Design score_panel_ctrl, sky130hd; sources not shown.
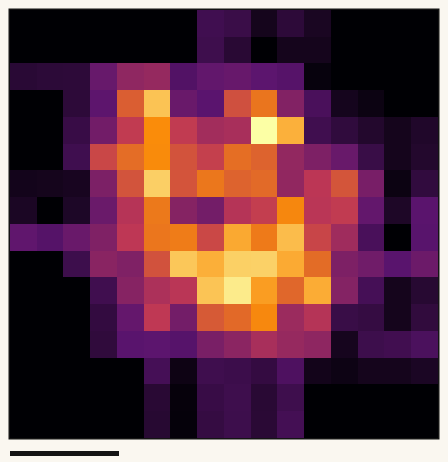
(run_1/wire_density.png)
Bar = 20 um. The die is cut into 16 by 16 equal tiles; black is low, pale yellow is high, scaled to the fullest tile. Values are wire area over tile area, all layers added.
emptiest ninth of the die	south-west
densest ninth of the die	centre
tiles over half the peak	20%
GRT Resource Usage Total: 16.6%
wire length per cell after detailed routing: 12.1 um

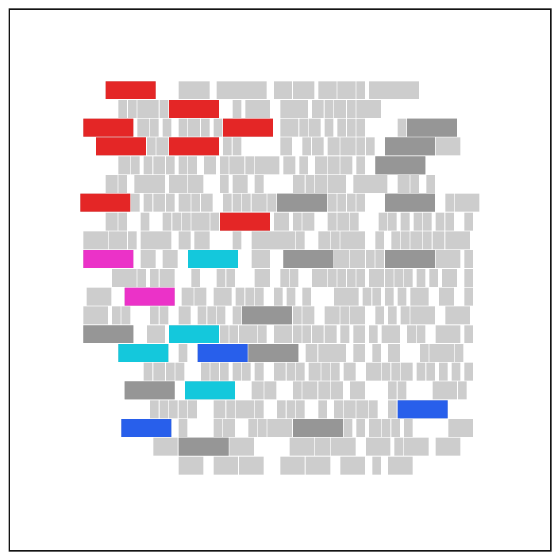
(run_1/registers.png)
signal	colour	placed flops
tank_num	magenta	2
cnt_q	red	8
force_q	cyan	4
ds_t4	blue	3
not coloured	13
storage element area: 601 um2
power in sequential cells: 634 uW
utilization after layout: 71.7%
proportion of cell area occupied by registers: 25.3%

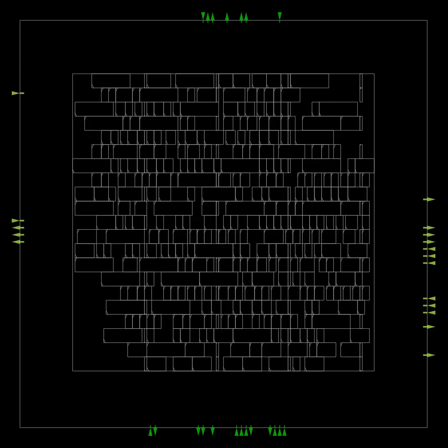
(run_1/final_placement.png)
Tapcells: 46
fill cell total of the finished layout: 287

==> results.txt <==
Results of the run.

Before placement the cells fill 56.4% of the core. The overall die height is 78.3 um. The post-CTS resize count is 1. After synthesis, the cell types taking the most area are sky130_fd_sc_hd__dfxtp_1 (32%), sky130_fd_sc_hd__nand2_1 (15%), sky130_fd_sc_hd__nor2_1 (12%).

The chip footprint is 0.00612 mm2. The portion of the clock cycle consumed by the worst path in the final layout is 92.5%. The largest stage delay on the critical path is 0.84 ns. CTS added clock buffers totalling 5. The share of total power dissipated in the clock network is 19.0%. The share of synthesized cell area in full adder, half adder and majority cells is 1.34%.

The post-synth tally of flip-flops with integrated enable is 0. The slack of the worst reg-to-reg path is 0.45 ns. Synthesis produced 307 cells. The share of total power dissipated in combinational logic is 47.0%. Dividing the synthesized area by the synthesized cell count gives 6.08 um2. In this design, the largest share of critical-path delay is due to buffers and inverters. For the combinational group, total power comes out at 877 uW.

The area overhead of the layout relative to synthesis is 27.1%. In the final timing run, aggregate negative setup slack is 0 ns. The arrival time of data at the worst endpoint is listed as 1.61 ns.

The wire length recorded after detailed routing is 4.80 mm. TritonCTS built the clock tree. The worst reg2reg path depth is 10.

Of the total synthesized cell area, the portion taken by XOR and XNOR cells is 0%. The count of hold-fix buffers inserted at cts is 0. The flow ran to the end, and the final reports show no timing, DRC or antenna violations. The maximum fanout along the worst path is 6.

The report lists the number of standard-cell rows as 21. The dominant power group is combinational cells. The most critical hold endpoint after final layout shows a slack of 0.462 ns.

Dividing total power by cell area gives a power density of 786 mW/mm2. The initial antenna violation count is 0. Among the non-sequential cells, simple AND/OR/NAND/NOR gates take the most area. The sum of overflow across all layers after global routing is 0.

The area share of and/or/nand/nor cells after synthesis is 44.8%. The clock latency at the later pin of the worst-skew pair is 0.33 ns. Per the timing report, the achievable frequency comes out to 487 MHz. Per the OpenROAD floorplan log, the width of the die is 78.3 um. For this design, the sink count on the clock tree is 30.

Summed over all nets, the switching power comes to 825 uW. The core outline area is 0.00331 mm2. For this run, the leading register cell type out of synthesis is sky130_fd_sc_hd__dfxtp_1. The synthesized netlist was found by Yosys to have 307 cells. By startpoint and endpoint, the worst setup path is classified as register to primary output. The compound-cell area share of the yosys netlist is 11.3%. The DRC violation total left in the routed layout is recorded as 0.

The number of global-route vias before repair came to 1891. The final max-slew violation count recorded for this run is 0. Per the final layout report, the fraction of cells sized above drive strength 1 comes to 11.1%. For this run, the register share of the synthesized area comes to 32.2%. The power report lists cell-internal power as 1.04 mW. The most frequently used library cell after synthesis is sky130_fd_sc_hd__nand2_1. The global-route wire length before repair is 8.38 mm. The number of warnings reported in the stage logs is 27. Post-synthesis, Yosys gives the total cell area as 0.00187 mm2.

In this run, flip-flops and latches consume 34.0% of the power. In this run the biggest area consumer among cell types represents 32.2% of the synthesized area. The registers of the reported paths see a clock transition of 0.10 ns. Input and output buffers added on the ports amount to 36. Counting both buffers and inverters, the worst setup path holds a total of 1. The clock tree synthesis step divided the H-tree into 2 levels. In this run the remaining antenna-violating nets after routing total 0. For reference, the critical path cell chain is clkdlybuf4s50_1. The maximum clock insertion buffer count is 2. The STA report counts the stages on the worst setup path as 1. The relative max-transition margin is 65.5%. Buffers added to address setup during post-CTS repair amount to 0. Detailed routing inserted a total of 1996 vias.

The switching power as a share of total power is 44.3%. The placement summary gives the final routability congestion estimate as 0.906. The script extracted a total leakage power of 1.04 nW. The data required time of the worst path is 1.78 ns. The register with the most flip-flops in the layout has 8 of them. Entering global routing, the biggest net connects 12 pins. For reference, the top cells by count after synthesis are sky130_fd_sc_hd__nand2_1 (75), sky130_fd_sc_hd__nor2_1 (62), sky130_fd_sc_hd__inv_1 (46). The post-detailed-route via-to-cell ratio is 5.02. The final-report hold violation count is 0.

Setup repair after global routing left no endpoint under its margin. The last timing report of the flow puts the setup violation total at 0. The pin slew with the least headroom to its limit is 0.517 ns. During I/O placement, the number of pins put on the boundary was 37.

Clock tree synthesis selected as its root buffer the cell sky130_fd_sc_hd__clkbuf_4. The cell accounting for the most synthesized area is sky130_fd_sc_hd__dfxtp_1. The yosys warning tally is 0. The number of nets produced by synthesis is 326. The worst hold path belongs to the class register to register. Per the power-grid run, VDD falls by no more than 0.000516 V. Summing every instance area after synthesis gives 0.00187 mm2. The instance count along the most critical hold path is 2. The clock tree skew after final layout is 0.00330 ns. After synthesis the netlist holds a flip-flop and latch count of 30. The finished design was reported to have a net count of 370. The first-iteration detailed-routing DRC count is 153. The fraction of registers with async set or reset after synthesis is 0%.

Note, the detailed placer reported a final HPWL of 3.88 mm. The cell with the largest stage delay on the worst path is sky130_fd_sc_hd__clkdlybuf4s50_1. The max-capacitance violation count is 0. The first detailed-routing pass ran for 4 iterations. The final timing report derives a shortest allowable period of 2.05 ns. Clock network power for this build is 353 uW. The worst setup path is captured at a primary output. The antenna diode count is 0. Per the synthesis report, the number of distinct cell types is 29. STA classifies the critical path startpoint as a register. The multiplexer fraction of the synthesized cell area is 0%.
## run 1: final cells by class
class	instances	area, um2
clock buffer	6	51.3
clock inverter	2	12.5
fill	287	938
inverter	48	180
multi-input combinational	227	1070
sequential	30	601
tap	46	57.6
timing repair buffer	39	397
## run 1: cell families (layout without fill, tap and decap cells)
kind of cell / count (synthesis) / count (layout)
adder cells (fa/ha/maj): 2 / 2
AND/OR/NAND/NOR: 189 / 189
flip-flops: 30 / 30
AND-OR/OR-AND: 36 / 36
buffers and inverters: 50 / 95
## run 1: layout by cell type, fill, tap and decap left out, drive strengths merged
master | netlist | layout
nand2 | 82 | 82
nor2 | 71 | 71
inv | 48 | 48
clkdlybuf4s50 | 0 | 31
dfxtp | 30 | 30
nand3 | 28 | 28
o21ai | 13 | 13
a21oi | 11 | 11
buf | 2 | 7
clkbuf | 0 | 6
nor3 | 5 | 5
o21bai | 3 | 3
o22ai | 3 | 3
nand4 | 2 | 2
a31oi | 2 | 2
ha | 2 | 2
a211oi | 2 | 2
and2 | 1 | 1
a21o | 1 | 1
a32oi | 1 | 1
clkinvlp | 0 | 1
clkinv | 0 | 1
dlygate4sd2 | 0 | 1
## run 1: stage by stage
step	power (mW)	setup slack (ns)	cell area [um2]	utilization, %	std cells
floorplan	1.21	0.263	1870	-	307
global placement	1.52	-0.128	2310	69.7	390
detailed placement	1.53	-0.157	2310	69.7	390
CTS	1.87	0.164	2370	71.6	398
global route	1.98	0.0288	2370	71.7	398
finish	1.86	0.167	2370	71.7	398
## run 1: metal layers
| metal | share of wire, % | vias to the layer above | GRT usage, % |
|---|---|---|---|
| li1 | - | 1055 | - |
| met4 | 0.90 | 0 | 4.12 |
| met5 | 0 | - | - |
| met1 | 46 | 876 | 20.0 |
| met2 | 48 | 59 | 26.8 |
| met3 | 5.3 | 6 | 4.44 |
Power is estimated from default activity; no workload was simulated.
